[src/rtl/v_fifo_streamer_if.sv]
`timescale 1ns/1ps
// Chunk stream from the vector FIFO streamer to the MAC/dot-product stage.
// The master drives the chunk and its position flags; the slave drives ready.
interface v_fifo_streamer_if #(
    parameter int DW = 32
) ();
    logic          m_valid;
    logic          m_ready;
    logic [DW-1:0] m_data;
    logic          m_last_chunk;
    logic          m_last_rep;

    modport master (
        output m_valid,
        output m_data,
        output m_last_chunk,
        output m_last_rep,
        input  m_ready
    );

    modport slave (
        input  m_valid,
        input  m_data,
        input  m_last_chunk,
        input  m_last_rep,
        output m_ready
    );
endinterface

[src/rtl/v_fifo_streamer.sv]
`timescale 1ns/1ps
// Read-side controller for the vector FIFO: replays each resident vector Repeats times
// as ElementsPerRead-wide chunks, steering the FIFO read pointer with advance/rewind strobes.
module v_fifo_streamer #(
    parameter int VecElements     = 16,
    parameter int ElementsPerRead = 4,
    parameter int NBits           = 8,
    parameter int Repeats         = 3,
    parameter int Depth           = 4
) (
    input  logic                                 clk_in,
    input  logic                                 rst_in,
    input  logic                                 vec_wr_done,
    output logic                                 fifo_rd_en,
    output logic                                 fifo_wrap_rd,
    input  logic [ElementsPerRead*NBits-1:0]     fifo_rd_data,
    v_fifo_streamer_if.master                    strm,
    output logic [$clog2(Depth+1)-1:0]           avail,
    output logic                                 overflow
);
    localparam int C  = VecElements / ElementsPerRead;
    localparam int CW = (C > 1) ? $clog2(C) : 1;
    localparam int RW = (Repeats > 1) ? $clog2(Repeats) : 1;
    localparam int AW = $clog2(Depth + 1);

    localparam logic [CW-1:0] CLAST = CW'(C - 1);
    localparam logic [RW-1:0] RLAST = RW'(Repeats - 1);
    localparam logic [AW-1:0] AMAX  = AW'(Depth);

    typedef enum logic {IDLE, STREAM} state_e;

    state_e          state_q, state_d;
    logic [CW-1:0]   chunk_q, chunk_d;
    logic [RW-1:0]   rep_q, rep_d;
    logic [AW-1:0]   avail_q, avail_d;
    logic            ovf_q, ovf_d;

    logic            valid, last_chunk, last_rep, hs, consume;

    // State register
    always_ff @(posedge clk_in or negedge rst_in) begin
        if (!rst_in) state_q <= IDLE;
        else         state_q <= state_d;
    end

    // Next-state: enter STREAM on the same edge that makes avail non-zero,
    // so a write-done pulse in IDLE yields m_valid on the very next cycle.
    always_comb begin
        state_d = state_q;
        unique case (state_q)
            IDLE:    if (avail_d != '0)            state_d = STREAM;
            STREAM:  if (consume && avail_d == '0) state_d = IDLE;
            default:                               state_d = IDLE;
        endcase
    end

    // Outputs and the handshake-qualified pointer strobes
    always_comb begin
        valid      = (state_q == STREAM);
        last_chunk = valid && (chunk_q == CLAST);
        last_rep   = valid && (rep_q == RLAST);
        hs         = valid && strm.m_ready;
        fifo_rd_en   = hs && (!last_chunk || last_rep);
        fifo_wrap_rd = hs && last_chunk && !last_rep;
        consume      = hs && last_chunk && last_rep;
    end

    always_comb begin
        chunk_d = chunk_q;
        rep_d   = rep_q;
        if (hs) begin
            if (!last_chunk) begin
                chunk_d = chunk_q + CW'(1);
            end else begin
                chunk_d = '0;
                rep_d   = last_rep ? '0 : rep_q + RW'(1);
            end
        end
    end

    // Availability saturates at Depth; a write into a full FIFO only raises the sticky flag.
    always_comb begin
        avail_d = avail_q;
        ovf_d   = ovf_q;
        unique case ({vec_wr_done, consume})
            2'b10: begin
                if (avail_q == AMAX) ovf_d   = 1'b1;
                else                 avail_d = avail_q + AW'(1);
            end
            2'b01:   avail_d = avail_q - AW'(1);
            default: ;
        endcase
    end

    always_ff @(posedge clk_in or negedge rst_in) begin
        if (!rst_in) begin
            chunk_q <= '0;
            rep_q   <= '0;
            avail_q <= '0;
            ovf_q   <= 1'b0;
        end else begin
            chunk_q <= chunk_d;
            rep_q   <= rep_d;
            avail_q <= avail_d;
            ovf_q   <= ovf_d;
        end
    end

    assign strm.m_valid      = valid;
    assign strm.m_data       = fifo_rd_data;
    assign strm.m_last_chunk = last_chunk;
    assign strm.m_last_rep   = last_rep;
    assign avail             = avail_q;
    assign overflow          = ovf_q;
endmodule

[src/flat_wrapper.sv]
// flat-port wrapper written by rule: the top's interface ports become plain ports
module v_fifo_streamer_flat 
#(
    parameter int VecElements     = 16,
    parameter int ElementsPerRead = 4,
    parameter int NBits           = 8,
    parameter int Repeats         = 3,
    parameter int Depth           = 4
)
  (clk_in, rst_in, vec_wr_done, fifo_rd_en, fifo_wrap_rd, fifo_rd_data, avail, overflow, strm_m_valid, strm_m_data, strm_m_last_chunk, strm_m_last_rep, strm_m_ready);
  v_fifo_streamer_if #(.DW(((4) * (8)))) strm_i ();
  input  logic clk_in;
  input  logic rst_in;
  input  logic vec_wr_done;
  output logic fifo_rd_en;
  output logic fifo_wrap_rd;
  input  logic [ElementsPerRead*NBits-1:0] fifo_rd_data;
  output logic [$clog2(Depth+1)-1:0] avail;
  output logic overflow;
  output wire logic [$bits(strm_i.m_valid)-1:0] strm_m_valid;
  output wire logic [$bits(strm_i.m_data)-1:0] strm_m_data;
  output wire logic [$bits(strm_i.m_last_chunk)-1:0] strm_m_last_chunk;
  output wire logic [$bits(strm_i.m_last_rep)-1:0] strm_m_last_rep;
  input wire logic [$bits(strm_i.m_ready)-1:0] strm_m_ready;
  assign strm_m_valid = strm_i.m_valid;
  assign strm_m_data = strm_i.m_data;
  assign strm_m_last_chunk = strm_i.m_last_chunk;
  assign strm_m_last_rep = strm_i.m_last_rep;
  assign strm_i.m_ready = strm_m_ready;
  v_fifo_streamer #(.VecElements(VecElements), .ElementsPerRead(ElementsPerRead), .NBits(NBits), .Repeats(Repeats), .Depth(Depth)) u_core (.clk_in(clk_in), .rst_in(rst_in), .vec_wr_done(vec_wr_done), .fifo_rd_en(fifo_rd_en), .fifo_wrap_rd(fifo_wrap_rd), .fifo_rd_data(fifo_rd_data), .strm(strm_i), .avail(avail), .overflow(overflow));
endmodule
[config.mk]
export PLATFORM = sky130hd
export DESIGN_NAME = v_fifo_streamer_flat
export DESIGN_NICKNAME = d
export VERILOG_FILES = /design/src/rtl/v_fifo_streamer_if.sv /design/src/rtl/v_fifo_streamer.sv /design/src/flat_wrapper.sv
export SDC_FILE = /design/constraint.sdc
export NUM_CORES = 1
export LEC_CHECK = 0
export ABC_AREA = 1
export CORE_ASPECT_RATIO = 1.25
export CORE_MARGIN = 5
export CORE_UTILIZATION = 33
export CTS_BUF_LIST = sky130_fd_sc_hd__clkbuf_8
export DETAILED_ROUTE_END_ITERATION = 7
export GPL_TIMING_DRIVEN = 0
export PLACE_DENSITY_LB_ADDON = 0.25
export REMOVE_ABC_BUFFERS = 1
export SLEW_MARGIN = 20
export SYNTH_ARGS = -nofsm -noshare
export SYNTH_HDL_FRONTEND = slang
export SYNTH_SLANG_ARGS = --single-unit
[constraint.sdc]
create_clock -name clk_in -period 3.7 [get_ports clk_in]
set_input_delay 1.11 -clock clk_in [delete_from_list [all_inputs] [get_ports clk_in]]
set_output_delay 1.11 -clock clk_in [all_outputs]
set_load 0.05 [all_outputs]
==> run_1/density.png <==
Scale: 6 px per um. 5 x 7 tiles, from black (low) to pale yellow (high), 0 to 100% covered.
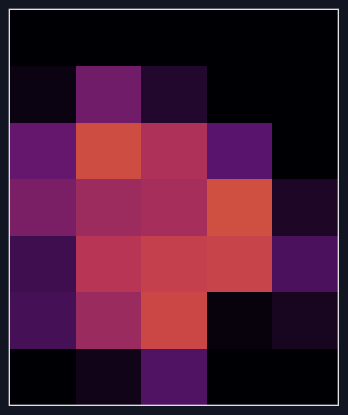
fullest tile	57%
emptiest ninth of the die	north-east
densest ninth of the die	centre
nearly empty tiles	31%
mean over tiles	21%
floorplan utilization: 0.3417
core box area: 0.002402 mm^2
Finished Core Util: 0.3271

==> run_1/pdn.png <==
Scale: 6 px per um. Pins as bars on the die edge.
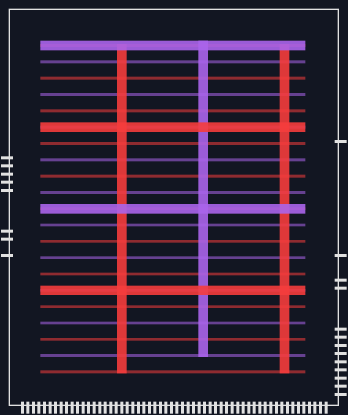
colour	net
purple	VDD
red	VSS
met5 straps	4
met4 straps	3
rows	20
met1 rails	21
Die X: 54.61 um
die height: 65.76 um
Max VDD drop: 0.3108 mV

==> qor.txt, run 1 <==
Hold WC Path Type = flip-flop to flip-flop
Cts bufs inserted = 3
Largest logic family = buffers and inverters
# Post-CTS Setup Buffers = 0
Hold path start = u_core.overflow
Flop area = 225.2 um^2
Share of cells above drive strength 1 = 0.08511
DIE AREA = 0.003591 mm^2
Finish-stage setup viols = 0
First-pass GRT wire length = 3312 um
CP Data Arrival Time = 2.42 ns
Mux share = 0.01372
Max Freq = 283.4 MHz
Flop pwr share = 0.272
Post-route ant nets = 0
R2r endpoint = u_core.strm.m_valid
Setup CP Type = input port to output port
Average wire per standard cell = 18.47 um
Net Sw Frac = 0.4835
Largest net degree at the start of global routing = 10
ClkCell Share = 0.05892
P_clk = 115 uW
Top power group = combinational logic
Clkbuf count = 3
N_diodes = 0
Clock Skew = 0.002413 ns
Nets = 137
RSZ-0062 raised after global routing = no
Setup Total Neg Slack = 0 ns
Status = finished clean
Count leader, synth = buf_4
Yosys cell types = 15
CP max stage delay = 0.54 ns
Post-synth EDFFs = 0
Warnings from Yosys = 0
M3 GR Usage = 0.1746
Taps Inserted = 33
Max-Cap Viols = 0
Power Sequential = 175 uW
Row cnt = 20
==> run_1/met2.png <==
Scale: 6 px per um.
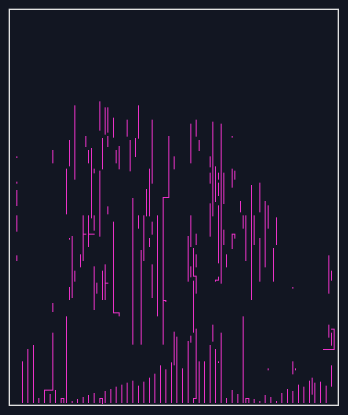
share of all routed wire	34%
longest straight run	26.5 um
wire length on this layer	796 um
met2 Use GR: 0.1420
final WL: 2346 um
routed via count: 582

==> run_1/registers.png <==
Scale: 6 px per um. Other sequential cells in the stronger grey, the rest of the logic in the fainter grey.
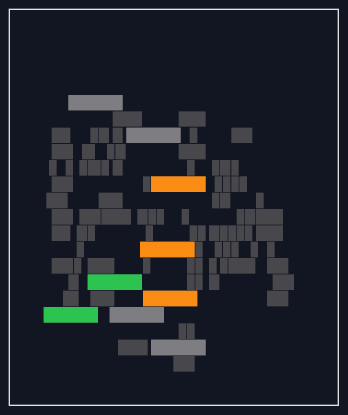

==> inputs of run 2 (changes only) <==
- ABC_AREA: 1 -> not set
- CORE_UTILIZATION: 33 -> 32
- GPL_TIMING_DRIVEN: 0 -> not set
==> run_2/registers.png <==
Scale: 6 px per um. Other sequential cells in the stronger grey, the rest of the logic in the fainter grey.
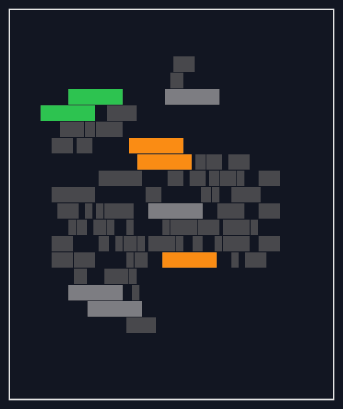
colour	name in the netlist	sequential cells
orange	u_core.avail	3
green	u_core.chunk_q	2
not coloured	4
Power Sequential: 172 uW
sequential cell area share: 0.2995

==> run_2/pdn.png <==
Scale: 6 px per um. Pins as bars on the die edge.
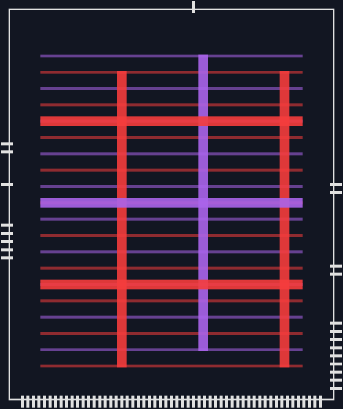
colour	net
purple	VDD
red	VSS
signal pins	77
met4 straps	3
Die X: 53.83 um
core box area: 0.002258 mm^2
die height: 64.78 um

==> qor.txt, run 2 <==
Max-Cap Viols = 0 (unchanged)
Flop pwr share = 0.272 (about the same)
Warnings from Yosys = 0 (unchanged)
RSZ-0062 raised after global routing = no
M3 GR Usage = 0.1858 (+0.01118)
P_clk = 111 uW (-3%)
Hold WC Path Type = flip-flop to flip-flop
Share of cells above drive strength 1 = 0.1429 (+0.05775)
Clock Skew = 0.001628 ns (-0.0007852 ns)
Mux share = 0.04235 (+0.02863)
Post-Synth AOI/OAI Area = 0.08632
Yosys cell types = 24 (+9)
Largest net degree at the start of global routing = 10 (unchanged)
Finish-stage setup viols = 0 (unchanged)
Main synth FF type = dfrtp_1
Row cnt = 19 (-5.0%)
Largest logic family = buffers and inverters
Global route hottest layer = met3
Top power group = combinational logic
Floorplan utilization = 0.3402 (-0.001500)
Max VDD drop = 0.3508 mV (+13%)
CP Data Arrival Time = 2.17 ns (-0.25 ns)
Finished Core Util = 0.3330 (+0.005881)
Average wire per standard cell = 22.15 um (+20%)
R2r endpoint = u_core.strm.m_valid
Max Freq = 304.6 MHz (+7.5%)
DIE AREA = 0.003487 mm^2 (-2.9%)
# Post-CTS Setup Buffers = 0 (unchanged)
CP max stage delay = 0.50 ns (-0.04 ns)
Status = finished clean
Flop area = 225.2 um^2 (unchanged)
Taps Inserted = 31 (-6.1%)
Hold path start = u_core.overflow
Count of multi-input gates = 39
Cts bufs inserted = 3 (unchanged)
Nets = 113 (-18%)
Net Sw Frac = 0.4396 (-0.04389)
Post-synth EDFFs = 0 (unchanged)
Count leader, synth = buf_4
Setup CP Type = input port to output port
First-pass GRT wire length = 3208 um (-3.1%)
Setup Total Neg Slack = 0 ns (unchanged)
Cycle use final = 0.8874
N_diodes = 0 (unchanged)
Clkbuf count = 3 (unchanged)
==> run_2/met2.png <==
Scale: 6 px per um.
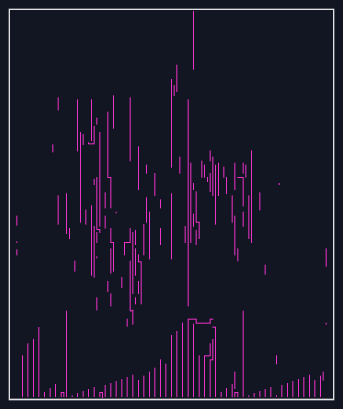
nets with wire on the layer	99
main direction	vertical
final WL: 2237 um
routed via count: 493
met2 Use GR: 0.1242

==> inputs of run 3 (changes only) <==
- CTS_CLUSTER_SIZE: not set -> 24
==> run_3/registers.png <==
Scale: 6 px per um. Other sequential cells in the stronger grey, the rest of the logic in the fainter grey.
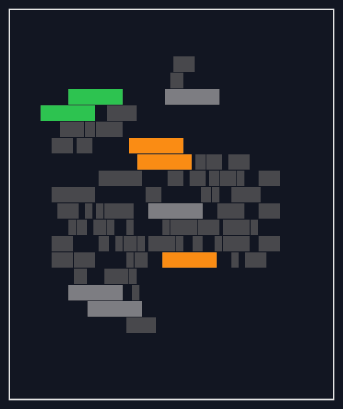
colour	name in the netlist	sequential cells
green	u_core.chunk_q	2
orange	u_core.avail	3
Flop area: 225.2 um^2
Finished Core Util: 0.3330

==> run_3/pdn.png <==
Scale: 6 px per um. Pins as bars on the die edge.
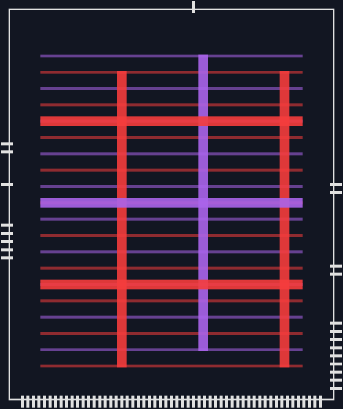
colour	net
purple	VDD
red	VSS
met1 rails	20
rows	19
met4 straps	3
met5 straps	3
signal pins	77
Max VDD drop: 0.3508 mV

==> qor.txt, run 3 <==
Post-Synth AOI/OAI Area = 0.08632 (unchanged)
Row cnt = 19 (unchanged)
Mux share = 0.04235 (unchanged)
Largest net degree at the start of global routing = 10 (unchanged)
Cycle use final = 0.8874 (unchanged)
CP max stage delay = 0.50 ns (about the same)
P_clk = 111 uW (about the same)
Average wire per standard cell = 22.15 um (unchanged)
Clock Skew = 0.001628 ns (unchanged)
Count of multi-input gates = 39 (unchanged)
CP Data Arrival Time = 2.17 ns (about the same)
Status = finished clean
Yosys cell types = 24 (unchanged)
Hold path start = u_core.overflow
First-pass GRT wire length = 3208 um (unchanged)
RSZ-0062 raised after global routing = no
Setup Total Neg Slack = 0 ns (unchanged)
Post-synth EDFFs = 0 (unchanged)
Nets = 113 (unchanged)
Clkbuf count = 3 (unchanged)
Power Sequential = 172 uW (about the same)
Hold WC Path Type = flip-flop to flip-flop
Share of cells above drive strength 1 = 0.1429 (unchanged)
Final WL = 2237 um (unchanged)
==> run_3/met2.png <==
Scale: 6 px per um.
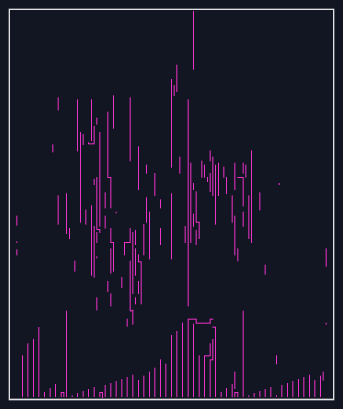
share of all routed wire	32%
wire length on this layer	709 um
longest straight run	34.3 um
main direction	vertical
nets with wire on the layer	99

Power figures rest on the tool's default switching activity, not on a simulated workload.
